File: config.mk
export PLATFORM = sky130hd
export DESIGN_NAME = serial_adder_ctrl
export DESIGN_NICKNAME = d
export VERILOG_FILES = /design/src/rtl/serial_adder_ctrl.sv
export SDC_FILE = /design/constraint.sdc
export NUM_CORES = 1
export LEC_CHECK = 0
export CAP_MARGIN = 20
export CORE_AREA = 2 2 59 61
export CTS_BUF_LIST = sky130_fd_sc_hd__clkbuf_8
export DETAILED_ROUTE_END_ITERATION = 8
export DIE_AREA = 0 0 61 63
export GPL_ROUTABILITY_DRIVEN = 0
export PLACE_DENSITY = 0.8
export SETUP_SLACK_MARGIN = 0.05
export SYNTH_ARGS = -nofsm -noshare
export SYNTH_HDL_FRONTEND = slang
export SYNTH_SLANG_ARGS = --single-unit
File: constraint.sdc
create_clock -name clk -period 1.8 [get_ports clk]
set_clock_uncertainty 0.2 [all_clocks]
set_input_delay 0.36 -clock clk [delete_from_list [all_inputs] [get_ports clk]]
set_output_delay 0.36 -clock clk [all_outputs]
set_load 0.05 [all_outputs]
File: src/rtl/serial_adder_ctrl.sv
// Bit-serial adder controller: one full-adder cell stepped LSB first over
// WIDTH cycles, start/busy/done handshake, registered carry and result.
module serial_adder_ctrl #(
  parameter int WIDTH = 8
) (
  input  logic             clk,
  input  logic             rst,
  input  logic             start,
  input  logic [WIDTH-1:0] a,
  input  logic [WIDTH-1:0] b,
  input  logic             cin,
  output logic             busy,
  output logic             done,
  output logic [WIDTH-1:0] sum,
  output logic             cout
);

  localparam int CW = (WIDTH > 1) ? $clog2(WIDTH) : 1;

  typedef enum logic [1:0] {
    IDLE = 2'd0,
    RUN  = 2'd1,
    DONE = 2'd2
  } state_t;

  state_t           state_q, state_d;
  logic [WIDTH-1:0] a_q, a_d;
  logic [WIDTH-1:0] b_q, b_d;
  logic [WIDTH-1:0] r_q, r_d;
  logic [WIDTH-1:0] sum_q, sum_d;
  logic             c_q, c_d;
  logic             cout_q, cout_d;
  logic [CW-1:0]    cnt_q, cnt_d;

  logic fa_s;
  logic fa_c;
  logic last;

  always_comb begin
    fa_s = a_q[0] ^ b_q[0] ^ c_q;
    fa_c = (a_q[0] & b_q[0]) | (c_q & (a_q[0] ^ b_q[0]));
    last = (cnt_q == CW'(WIDTH - 1));

    state_d = state_q;
    a_d     = a_q;
    b_d     = b_q;
    r_d     = r_q;
    sum_d   = sum_q;
    c_d     = c_q;
    cout_d  = cout_q;
    cnt_d   = cnt_q;

    unique case (state_q)
      IDLE, DONE: begin
        // DONE accepts a new request just like IDLE, so back-to-back
        // operations need no idle gap.
        if (start) begin
          a_d     = a;
          b_d     = b;
          c_d     = cin;
          r_d     = '0;
          cnt_d   = '0;
          state_d = RUN;
        end else begin
          state_d = IDLE;
        end
      end
      RUN: begin
        a_d   = a_q >> 1;
        b_d   = b_q >> 1;
        c_d   = fa_c;
        r_d   = WIDTH'({fa_s, r_q} >> 1);
        cnt_d = cnt_q + CW'(1);
        if (last) begin
          sum_d   = r_d;
          cout_d  = fa_c;
          state_d = DONE;
        end
      end
      default: state_d = IDLE;
    endcase
  end

  always_ff @(posedge clk) begin
    if (rst) begin
      state_q <= IDLE;
      a_q     <= '0;
      b_q     <= '0;
      r_q     <= '0;
      sum_q   <= '0;
      c_q     <= 1'b0;
      cout_q  <= 1'b0;
      cnt_q   <= '0;
    end else begin
      state_q <= state_d;
      a_q     <= a_d;
      b_q     <= b_d;
      r_q     <= r_d;
      sum_q   <= sum_d;
      c_q     <= c_d;
      cout_q  <= cout_d;
      cnt_q   <= cnt_d;
    end
  end

  assign busy = (state_q == RUN);
  assign done = (state_q == DONE);
  assign sum  = sum_q;
  assign cout = cout_q;

endmodule

Figure 1. Supply network (run 1).
Pins as bars on the die edge.
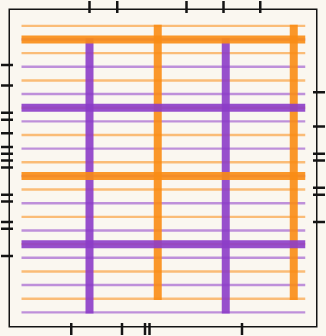
colour	net
orange	VDD
purple	VSS
rows	21
met5 straps	4
met4 straps	4
met1 rails	22

Figure 2. Cell classes on the final placement (run 1).
Bar = 20 um.
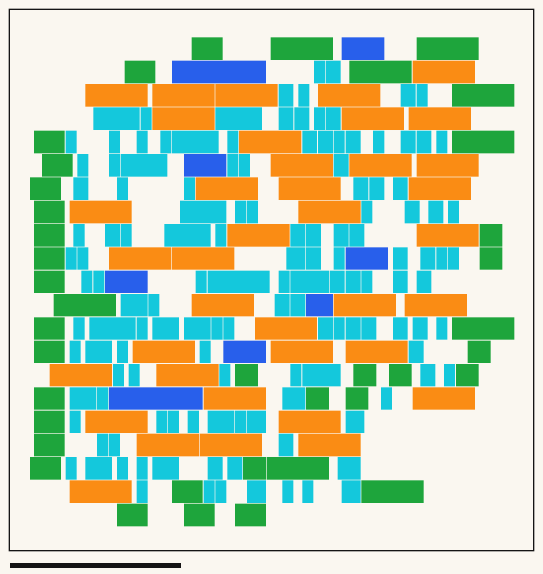
colour	class	cells
orange	registers	38
green	remaining buffers and delay cells	38
blue	clock drivers and dummy loads	8
cyan	remaining logic cells	135

==> tab_implementation.tex, run 1 <==
% Yosys + OpenROAD metrics
\begin{tabular}{lr}
\hline
Metric & Value \\
\hline
\multicolumn{2}{l}{\textbf{Cells and area}} \\
\quad Diodes inserted & 0 \\
\quad Top class by area & registers \\
\quad Multi-input gates & 134 \\
\quad Area growth from synthesis to layout & 32.3\% \\
\quad Multi-input logic portion of the cell area & 0.341 \\
\quad Total of plain and repair buffers excluding clock buffers & 38 \\
\quad Clock network share of area & 0.0645 \\
\quad Footprint of the multi-input gates & 728 um2 \\
\quad Top cells excl fill/tap & nand2\_1 (50), dfxtp\_1 (38), nand3\_1 (21), a21oi\_1 (21), clkdlybuf4s50\_1 (19) \\
\quad Layout cell share with drive strength beyond 1 & 0.160 \\
\quad Number of fill cells in the layout & 287 \\
\quad Final std cells w/o fill & 265 \\
\quad Total number of sequential cells & 38 \\
\quad Inverters & 1 \\
\quad Area of all placed cells without fillers & 0.00213 mm2 \\
\multicolumn{2}{l}{\textbf{Placed design}} \\
\quad Placed Cells incl. Taps & 257 \\
\quad Half-perimeter wire length after placement & 2.03 mm \\
\multicolumn{2}{l}{\textbf{Global route}} \\
\quad Global-route wire length before repair & 5.44 mm \\
\quad Antenna violations before repair & 0 \\
\quad Global-route usage over all layers & 0.185 \\
\quad Maximum number of pins on one net before global-route repair & 39 \\
\multicolumn{2}{l}{\textbf{Drt}} \\
\quad Via-per-instance ratio & 5.05 \\
\quad Detailed Route WL & 3.04 mm \\
\quad First DRT Iteration DRCs & 33 \\
\quad Routed vias & 1339 \\
\quad Number of iterations in the first detailed-routing pass & 4 \\
\quad Post-detailed-route count of antenna-violating nets & 0 \\
\quad Wire length per cell after detailed routing & 11.5 um \\
\multicolumn{2}{l}{\textbf{Pwr}} \\
\quad Register share of total power & 0.450 \\
\quad Leakage power summed over all cells & 0.790 nW \\
\quad Combinational share of power & 0.121 \\
\quad P per Cell Area & 945 mW/mm2 \\
\quad Heaviest power group & registers \\
\quad Portion of total power attributed to the clock network & 0.428 \\
\quad Power in combinational cells & 245 uW \\
\quad Power Total & 2.02 mW \\
\quad Seq pwr & 908 uW \\
\quad Cell internal power dissipation & 1.55 mW \\
\quad Fraction of power spent switching nets & 0.231 \\
\quad Switching power & 465 uW \\
\multicolumn{2}{l}{\textbf{Die}} \\
\quad Die W & 61 um \\
\quad \# Taps & 46 \\
\quad Die Outline Area & 0.00384 mm2 \\
\quad DIE HEIGHT & 63 um \\
\quad Starting Density & 0.499 \\
\quad Area of the placeable core & 0.00323 mm2 \\
\quad Site row count & 21 \\
\multicolumn{2}{l}{\textbf{Critical path}} \\
\quad Setup crit end kind & output port \\
\quad Length in cells of the worst reg-to-reg path & 5 \\
\quad Arrival time at the worst endpoint & 1110 ps \\
\quad Flop2flop setup slack & 260 ps \\
\quad Number of cells on the critical path & 3 \\
\quad Worst Path Max Fanout & 5 \\
\quad Ordered cell list for the critical path & nand2b\_1 -> inv\_2 -> buf\_4 \\
\quad Reg-to-reg critical path endpoint & cout \\
\quad Worst path slowest cell & dfxtp\_1 \\
\quad Required time worst endpoint & 1240 ps \\
\quad Worst Path Class, Setup & flop to output port \\
\quad Critical path buffer and inverter count & 2 \\
\quad Worst reg2reg startpoint & cnt\_q[0] \\
\multicolumn{2}{l}{\textbf{Synth}} \\
\quad Post-synthesis average cell area & 8.49 um2 \\
\quad Number of unique standard cell types used by synthesis & 19 \\
\quad Main area contributors & dfxtp\_1 (47\%), nand2\_1 (12\%), a21oi\_1 (6.5\%), a311oi\_2 (6.5\%), nand3\_1 (6.5\%) \\
\quad AND/OR/NAND/NOR Cells, Area Fraction & 0.245 \\
\quad Dominant cell area share & 0.472 \\
\quad XOR-XNOR Cells, Area Fraction & 0 \\
\quad Number of nets produced by synthesis & 213 \\
\quad Area fraction in compound gates & 0.178 \\
\quad Post-synthesis sequential area ratio & 0.472 \\
\quad Number of enable-type register cells in the synthesized netlist & 0 \\
\quad \# Cells Yosys & 190 \\
\quad Fraction of registers with async set or reset after synthesis & 0 \\
\quad Most common flop cell mapped by yosys & dfxtp\_1 \\
\quad Synth warnings & 0 \\
\quad Arithmetic-cell share of the synthesized area counting full adders, half adders and majority gates & 0.0279 \\
\quad Dominant combinational family & simple AND/OR/NAND/NOR gates \\
\quad Post-synthesis chip area from yosys & 0.00161 mm2 \\
\quad Post-synthesis cell type with the largest combined area & dfxtp\_1 \\
\multicolumn{2}{l}{\textbf{CTS}} \\
\quad Cell resize tally after clock tree synthesis & 0 \\
\quad Later-pin clock latency in the skew report & 290 ps \\
\quad CTS H-tree depth & 2 \\
\quad CTS tree & built \\
\quad Count of hold-fix buffers inserted at cts & 0 \\
\quad TritonCTS buffer count & 5 \\
\quad Buffer depth of the longest clock path & 2 \\
\quad Number of buffers inserted by post-CTS setup repair & 0 \\
\multicolumn{2}{l}{\textbf{Min path}} \\
\quad Number of cells traversed by the worst hold path & 2 \\
\quad Min-Delay Path Class & flop to flop \\
\multicolumn{2}{l}{\textbf{Timing}} \\
\quad Worst slew slack as a fraction of its limit & 0.743 \\
\quad Setup total negative slack & 0 ps \\
\quad Final worst path period share & 0.927 \\
\quad Setup-violating endpoint count in the final report & 0 \\
\quad RSZ-0062 raised after global routing & false \\
\quad Slew of the pin with the lowest slew margin & 384 ps \\
\quad Worst hold slack across all endpoints & 259 ps \\
\multicolumn{2}{l}{\textbf{Outcome}} \\
\quad Result of the run & finished, final reports clean \\
\hline
\end{tabular}
Figure 3. Clock distribution (run 1).
Bar = 20 um.
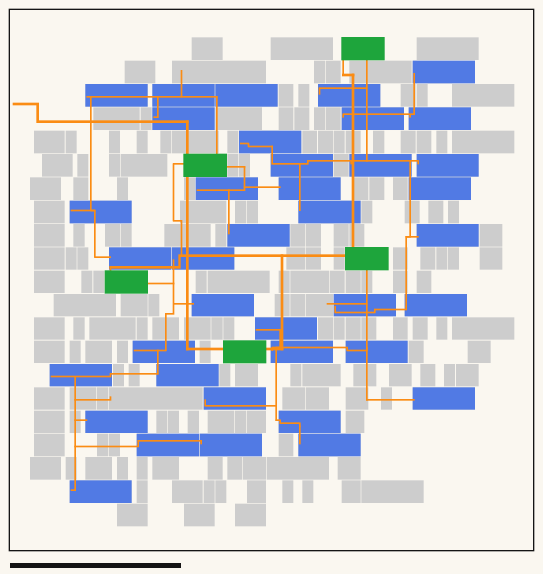
[orange] clock wires | length: 444 um
[green] clock-net drivers | count: 5
[blue] flip-flops | count: 38
routed clock nets	6
flops lie	spread over the die

## run 1: tightest hold or removal path, stage by stage, from the launching register on
cell and delay (ps):
dfxtp_1 310, nand2_1 50, a21oi_1 50
## run 1: kinds of logic (layout without fill, tap and decap cells)
logic type | Yosys count | after routing
flops | 38 | 38
simple gates | 94 | 94
buf+inv | 18 | 47
fa+ha+maj | 3 | 3
compound gates | 37 | 37
## run 1: routing by layer
layer / wire length, um / vias up / global-route usage
met1: 1370 / 605 / 0.231
met3: 106 / 6 / 0.0435
met5: 0 / - / 0
met4: 58 / 0 / 0.0897
li1: - / 702 / -
met2: 1510 / 26 / 0.292
## run 1: sequential cells by signal (all words and copies together) (netlist names)
register / count
a_q: 8
b_q: 8
c_q: 1
cnt_q: 3
cout: 1
r_q: 7
state_q: 2
sum: 8
==> run 2, diff against run 1 <==
Settings changed: HOLD_SLACK_MARGIN set to 0.1.
Figure 4. Wiring by layer (run 2).
Two of the layers only.
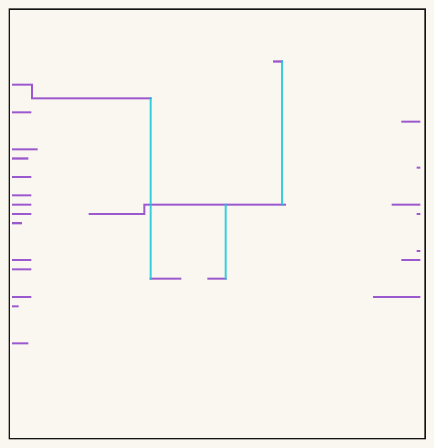
colour	layer	wire length
cyan	M4	58.5 um
purple	M3	106 um

Figure 5. Clock nets (run 2).
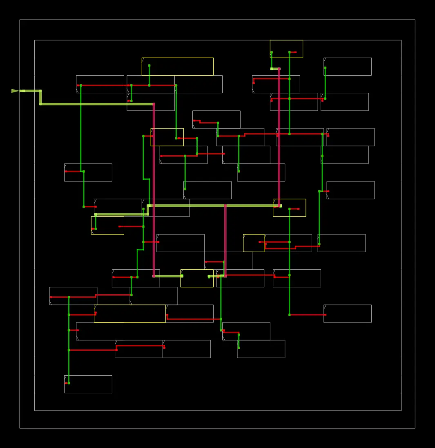
later-pin clock latency in the skew report: 290 ps
clock buf count: 5

==> run 2 against run 1 <==
Compared with the run above:
- sequential power barely moved
- maximum frequency did not move
- first-iteration DRC count did not move
- critical path depth did not move
- cell count did not move
- area after synthesis did not move
- via count did not move
- final area did not move
- synthesized cell count did not move
- power did not move
- combinational power barely moved
- largest power group unchanged
==> tab_implementation.tex, run 2 <==
% Yosys + OpenROAD metrics
\begin{tabular}{lr}
\hline
Metric & Value \\
\hline
\multicolumn{2}{l}{\textbf{Critical path}} \\
\quad Worst Path Max Fanout & 5 (unchanged) \\
\quad Startpoint type of the worst setup path & flop (unchanged) \\
\quad Setup crit end kind & output port (unchanged) \\
\quad Flop2flop setup slack & 260 ps (about the same) \\
\quad Worst reg2reg startpoint & cnt\_q[0] (unchanged) \\
\quad Worst Path Class, Setup & flop to output port (unchanged) \\
\quad Length in cells of the worst reg-to-reg path & 5 (unchanged) \\
\quad Reg-to-reg critical path endpoint & cout (unchanged) \\
\quad Required time worst endpoint & 1240 ps (about the same) \\
\multicolumn{2}{l}{\textbf{Synth}} \\
\quad Synth warnings & 0 (unchanged) \\
\quad Number of nets produced by synthesis & 213 (unchanged) \\
\quad Post-synthesis chip area from yosys & 0.00161 mm2 (unchanged) \\
\quad XOR-XNOR Cells, Area Fraction & 0 (unchanged) \\
\quad Main area contributors & dfxtp\_1 (47\%), nand2\_1 (12\%), a21oi\_1 (6.5\%), a311oi\_2 (6.5\%), nand3\_1 (6.5\%) (unchanged) \\
\quad Most common flop cell mapped by yosys & dfxtp\_1 (unchanged) \\
\quad Number of enable-type register cells in the synthesized netlist & 0 (unchanged) \\
\quad AND/OR/NAND/NOR Cells, Area Fraction & 0.245 (unchanged) \\
\quad Post-synthesis cell type with the largest combined area & dfxtp\_1 (unchanged) \\
\quad Post-synthesis sequential area ratio & 0.472 (unchanged) \\
\quad Fraction of registers with async set or reset after synthesis & 0 (unchanged) \\
\quad Post-synthesis average cell area & 8.49 um2 (unchanged) \\
\quad Mux area share & 0 (unchanged) \\
\quad Dominant cell area share & 0.472 (unchanged) \\
\quad Area fraction in compound gates & 0.178 (unchanged) \\
\quad Dominant combinational family & simple AND/OR/NAND/NOR gates (unchanged) \\
\quad Number of unique standard cell types used by synthesis & 19 (unchanged) \\
\multicolumn{2}{l}{\textbf{Timing}} \\
\quad Slew of the pin with the lowest slew margin & 384 ps (unchanged) \\
\quad Setup-violating endpoint count in the final report & 0 (unchanged) \\
\quad Final worst path period share & 0.927 (unchanged) \\
\quad RSZ-0062 raised after global routing & false (unchanged) \\
\quad Worst slew slack as a fraction of its limit & 0.743 (unchanged) \\
\multicolumn{2}{l}{\textbf{Global route}} \\
\quad Vias in the first global route & 1263 (unchanged) \\
\quad Global-route usage over all layers & 0.185 (unchanged) \\
\quad Global routing usage on met2 & 0.292 (unchanged) \\
\quad Global-route track usage on met3 & 0.0435 (unchanged) \\
\quad Antenna violations before repair & 0 (unchanged) \\
\quad Busiest layer in global routing & met2 (unchanged) \\
\quad Global-route wire length before repair & 5.44 mm (unchanged) \\
\quad Maximum number of pins on one net before global-route repair & 39 (unchanged) \\
\quad Global routing usage on met1 & 0.231 (unchanged) \\
\multicolumn{2}{l}{\textbf{Pwr}} \\
\quad Cell internal power dissipation & 1.55 mW (unchanged) \\
\quad Fraction of power spent switching nets & 0.231 (unchanged) \\
\quad Leakage power summed over all cells & 0.790 nW (unchanged) \\
\quad P per Cell Area & 945 mW/mm2 (unchanged) \\
\quad Register share of total power & 0.450 (about the same) \\
\quad Seq pwr & 908 uW (about the same) \\
\quad Heaviest power group & registers (unchanged) \\
\quad Power in combinational cells & 245 uW (about the same) \\
\quad Switching power & 465 uW (unchanged) \\
\quad Combinational share of power & 0.121 (about the same) \\
\multicolumn{2}{l}{\textbf{Cells and area}} \\
\quad Top class by area & registers (unchanged) \\
\quad Final std cells w/o fill & 265 (unchanged) \\
\quad Multi-input gates & 134 (unchanged) \\
\quad Top cells excl fill/tap & nand2\_1 (50), dfxtp\_1 (38), nand3\_1 (21), a21oi\_1 (21), clkdlybuf4s50\_1 (19) (unchanged) \\
\quad Layout cell share with drive strength beyond 1 & 0.160 (unchanged) \\
\quad Clock network share of area & 0.0645 (unchanged) \\
\quad Total of plain and repair buffers excluding clock buffers & 38 (unchanged) \\
\quad Inverters & 1 (unchanged) \\
\quad Total number of sequential cells & 38 (unchanged) \\
\quad Multi-input logic portion of the cell area & 0.341 (unchanged) \\
\quad Number of fill cells in the layout & 287 (unchanged) \\
\multicolumn{2}{l}{\textbf{Die}} \\
\quad Die W & 61 um (unchanged) \\
\quad Die Outline Area & 0.00384 mm2 (unchanged) \\
\quad Site row count & 21 (unchanged) \\
\quad \# Taps & 46 (unchanged) \\
\quad DIE HEIGHT & 63 um (unchanged) \\
\quad Area of the placeable core & 0.00323 mm2 (unchanged) \\
\multicolumn{2}{l}{\textbf{CTS}} \\
\quad CTS H-tree depth & 2 (unchanged) \\
\quad TritonCTS buffer count & 5 (unchanged) \\
\quad Cell resize tally after clock tree synthesis & 0 (unchanged) \\
\quad Number of buffers inserted by post-CTS setup repair & 0 (unchanged) \\
\quad Buffer depth of the longest clock path & 2 (unchanged) \\
\multicolumn{2}{l}{\textbf{Drt}} \\
\quad Routed vias & 1339 (unchanged) \\
\quad Number of iterations in the first detailed-routing pass & 4 (unchanged) \\
\quad First DRT Iteration DRCs & 33 (unchanged) \\
\quad Wire length per cell after detailed routing & 11.5 um (unchanged) \\
\quad Met2 routed WL & 1.51 mm (unchanged) \\
\quad Met1 routed wirelength after detailed routing & 1.37 mm (unchanged) \\
\multicolumn{2}{l}{\textbf{Outcome}} \\
\quad Result of the run & finished, final reports clean (unchanged) \\
\multicolumn{2}{l}{\textbf{Min path}} \\
\quad Number of cells traversed by the worst hold path & 2 (unchanged) \\
\quad Min-Delay Path Class & flop to flop (unchanged) \\
\multicolumn{2}{l}{\textbf{Placed design}} \\
\quad Placed Cells incl. Taps & 257 (unchanged) \\
\hline
\end{tabular}
## run 2: cell counts in the layout (fill, tap and decap cells not counted)
Identical to the previous run, type by type.
## run 2: through the flow
stage / power [mW] / hold slack [ps] / TNS (ps) / cell area [um2]
after CTS: 2.03 / 260 / 0 / 2130
after floorplan: 1.10 / 244 / 0 / 1610
after detailed placement: 1.17 / 248 / -375 / 2000
after global placement: 1.17 / 245 / -1.10 / 2000
after global routing: 2.09 / 292 / 0 / 2130
final: 2.02 / 259 / 0 / 2130
## run 2: critical path: stages (launching register included)
cell and delay [ps]:
dfxtp_1 400, nand2b_1 150, inv_2 80, buf_4 190
Figure 6. Clock distribution (run 2).
Bar = 20 um.
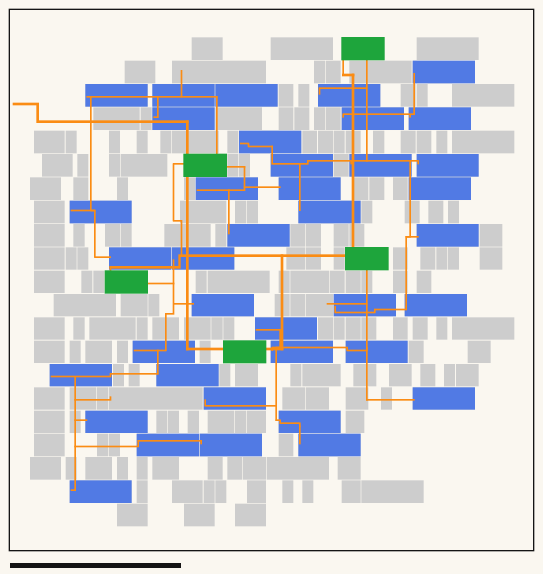

==> run 3, diff against run 2 <==
Settings changed: CELL_PAD_IN_SITES_DETAIL_PLACEMENT set to 1, CELL_PAD_IN_SITES_GLOBAL_PLACEMENT set to 1, CORE_AREA 2 2 59 61 to 2 2 68 70, DIE_AREA 0 0 61 63 to 0 0 70 72.
Figure 7. Clock distribution (run 3).
Bar = 20 um.
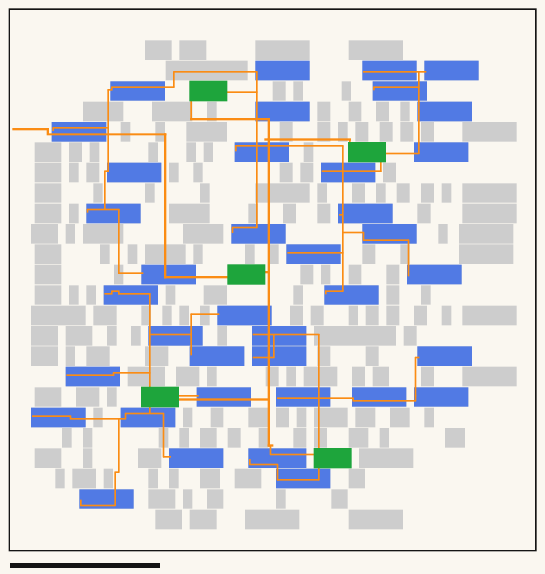
[green] clock-net drivers | count: 5
[blue] flip-flops | count: 38
[orange] clock wires | length: 508 um
routed clock nets	6
flops lie	spread over the die

==> run 3 against run 2 <==
Compared with the run above:
- utilization is 15 points lower
- first-iteration DRC count increased by 120%
- highest routed layer unchanged
- via count up 3.4%
- clock power is 4.3% higher
- sequential share of layout area down 0.74 points
- global-route usage decreased by 2.9 points
- critical path depth unchanged
- synthesized cell count unchanged
==> tab_implementation.tex, run 3 <==
% Yosys + OpenROAD metrics
\begin{tabular}{lr}
\hline
Metric & Value \\
\hline
\multicolumn{2}{l}{\textbf{Pwr}} \\
\quad Switching power & 470 uW (was 465 uW) \\
\quad Portion of total power attributed to the clock network & 0.437 (was 0.428) \\
\quad Heaviest power group & registers (unchanged) \\
\quad Leakage power summed over all cells & 0.798 nW (was 0.790 nW) \\
\quad Cell internal power dissipation & 1.59 mW (was 1.55 mW) \\
\quad Seq pwr & 909 uW (was 908 uW) \\
\quad Fraction of power spent switching nets & 0.229 (was 0.231) \\
\multicolumn{2}{l}{\textbf{Synth}} \\
\quad Number of unique standard cell types used by synthesis & 19 (unchanged) \\
\quad Arithmetic-cell share of the synthesized area counting full adders, half adders and majority gates & 0.0279 (unchanged) \\
\quad Number of nets produced by synthesis & 213 (unchanged) \\
\quad XOR-XNOR Cells, Area Fraction & 0 (unchanged) \\
\quad Area fraction in compound gates & 0.178 (unchanged) \\
\quad Dominant cell area share & 0.472 (unchanged) \\
\quad Main area contributors & dfxtp\_1 (47\%), nand2\_1 (12\%), a21oi\_1 (6.5\%), a311oi\_2 (6.5\%), nand3\_1 (6.5\%) (unchanged) \\
\quad Post-synthesis average cell area & 8.49 um2 (unchanged) \\
\quad Fraction of registers with async set or reset after synthesis & 0 (unchanged) \\
\quad Number of enable-type register cells in the synthesized netlist & 0 (unchanged) \\
\quad AND/OR/NAND/NOR Cells, Area Fraction & 0.245 (unchanged) \\
\quad Synth warnings & 0 (unchanged) \\
\quad Post-synthesis chip area from yosys & 0.00161 mm2 (unchanged) \\
\quad Mux area share & 0 (unchanged) \\
\multicolumn{2}{l}{\textbf{Timing}} \\
\quad Setup total negative slack & 0 ps (unchanged) \\
\quad Setup-violating endpoint count in the final report & 0 (unchanged) \\
\quad Worst slew slack as a fraction of its limit & 0.715 (was 0.743) \\
\quad Worst hold slack across all endpoints & 275 ps (was 259 ps) \\
\quad Slew of the pin with the lowest slew margin & 426 ps (was 384 ps) \\
\multicolumn{2}{l}{\textbf{Critical path}} \\
\quad Ordered cell list for the critical path & nand2b\_1 -> inv\_2 -> buf\_4 (unchanged) \\
\quad Startpoint type of the worst setup path & flop (unchanged) \\
\quad Critical path buffer and inverter count & 2 (unchanged) \\
\quad Cell family with most CP delay & flip-flops (unchanged) \\
\quad Worst Path Class, Setup & flop to output port (unchanged) \\
\quad Required time worst endpoint & 1240 ps (about the same) \\
\quad Number of cells on the critical path & 3 (unchanged) \\
\quad Worst Path Max Fanout & 3 (was 5) \\
\quad Length in cells of the worst reg-to-reg path & 5 (unchanged) \\
\quad Setup crit end kind & output port (unchanged) \\
\quad Reg-to-reg critical path endpoint & sum[3] (was cout) \\
\quad Worst path slowest cell & dfxtp\_1 (unchanged) \\
\quad Arrival time at the worst endpoint & 1070 ps (was 1110 ps) \\
\multicolumn{2}{l}{\textbf{Cells and area}} \\
\quad Total of plain and repair buffers excluding clock buffers & 36 (was 38) \\
\quad Inverters & 1 (unchanged) \\
\quad Final std cells w/o fill & 269 (was 265) \\
\quad Footprint of the multi-input gates & 728 um2 (unchanged) \\
\quad Multi-input gates & 134 (unchanged) \\
\quad Total number of sequential cells & 38 (unchanged) \\
\quad Area growth from synthesis to layout & 35.3\% (was 32.3\%) \\
\quad Diodes inserted & 0 (unchanged) \\
\quad Area of all placed cells without fillers & 0.00218 mm2 (was 0.00213 mm2) \\
\quad Clock network share of area & 0.0654 (was 0.0645) \\
\quad Number of fill cells in the layout & 502 (was 287) \\
\quad Top cells excl fill/tap & nand2\_1 (50), dfxtp\_1 (37), nand3\_1 (21), a21oi\_1 (21), clkdlybuf4s50\_1 (19) (was nand2\_1 (50), dfxtp\_1 (38), nand3\_1 (21), a21oi\_1 (21), clkdlybuf4s50\_1 (19)) \\
\multicolumn{2}{l}{\textbf{Drt}} \\
\quad Detailed Route WL & 3.57 mm (was 3.04 mm) \\
\quad Met1 routed wirelength after detailed routing & 1.68 mm (was 1.37 mm) \\
\quad Uppermost layer routed & met4 (unchanged) \\
\quad Post-detailed-route count of antenna-violating nets & 0 (unchanged) \\
\quad Routed vias & 1385 (was 1339) \\
\quad Wire length per cell after detailed routing & 13.3 um (was 11.5 um) \\
\quad First DRT Iteration DRCs & 72 (was 33) \\
\quad Number of iterations in the first detailed-routing pass & 4 (unchanged) \\
\multicolumn{2}{l}{\textbf{Die}} \\
\quad DIE HEIGHT & 72 um (was 63 um) \\
\quad Die W & 70 um (was 61 um) \\
\quad Site row count & 24 (was 21) \\
\quad \# Taps & 52 (was 46) \\
\quad Starting Density & 0.378 (was 0.499) \\
\quad Area of the placeable core & 0.00426 mm2 (was 0.00323 mm2) \\
\multicolumn{2}{l}{\textbf{Global route}} \\
\quad Vias in the first global route & 1341 (was 1263) \\
\quad Antenna violations before repair & 0 (unchanged) \\
\quad Global-route wire length before repair & 6.22 mm (was 5.44 mm) \\
\multicolumn{2}{l}{\textbf{CTS}} \\
\quad CTS tree & built (unchanged) \\
\quad Count of hold-fix buffers inserted at cts & 0 (unchanged) \\
\quad CTS H-tree depth & 2 (unchanged) \\
\quad Cell resize tally after clock tree synthesis & 0 (unchanged) \\
\quad Number of buffers inserted by post-CTS setup repair & 0 (unchanged) \\
\quad TritonCTS buffer count & 5 (unchanged) \\
\multicolumn{2}{l}{\textbf{Placed design}} \\
\quad Placed Cells incl. Taps & 261 (was 257) \\
\multicolumn{2}{l}{\textbf{Outcome}} \\
\quad Result of the run & finished, final reports clean (unchanged) \\
\multicolumn{2}{l}{\textbf{Min path}} \\
\quad Number of cells traversed by the worst hold path & 2 (unchanged) \\
\quad Min-Delay Path Class & flop to flop (unchanged) \\
\hline
\end{tabular}
Figure 8. Cell classes on the final placement (run 3).
Bar = 20 um.
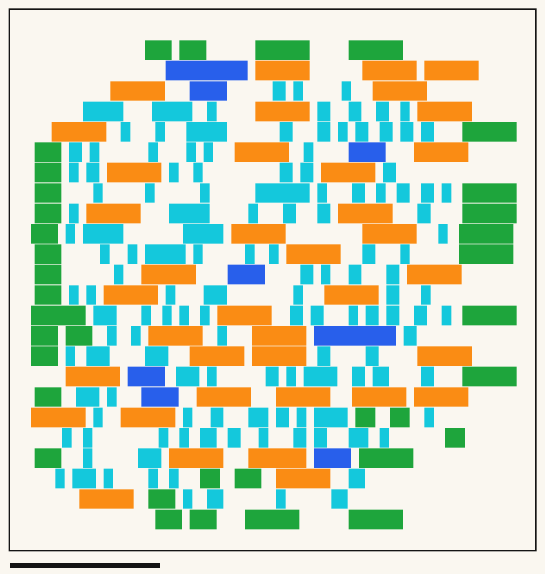
colour	class	cells
green	remaining buffers and delay cells	36
cyan	remaining logic cells	135
orange	registers	38
blue	clock drivers and dummy loads	8

-- run 3: cell types whose count changed in the layout (fill, tap and decap cells not counted) --
cell and change:
buf_4 -6, buf_12 +4, clkbuf_8 +1, clkinv_4 -1, dfxtp_1 -1, dfxtp_2 +1
-- run 3: worst min-delay path: stages (launching register included) --
cell and delay [ps]:
dfxtp_1 310, nand3_1 60, a21oi_1 60
-- run 3: worst max path at each step --
stage / from / endpoint
2_1_floorplan: state_q[1] / done
3_3_place_gp: start / b_q[3]
3_5_place_dp: start / a_q[6]
4_1_cts: state_q[0] / busy
5_1_grt: cnt_q[0] / sum[3]
6_report: state_q[1] / busy
-- run 3: per-layer routing --
metal | vias to the layer above | track usage
met5 | - | 0
li1 | 696 | -
met1 | 652 | 0.197
met4 | 0 | 0.0641
met3 | 6 | 0.0431
met2 | 31 | 0.253
Power figures rest on the tool's default switching activity, not on a simulated workload.
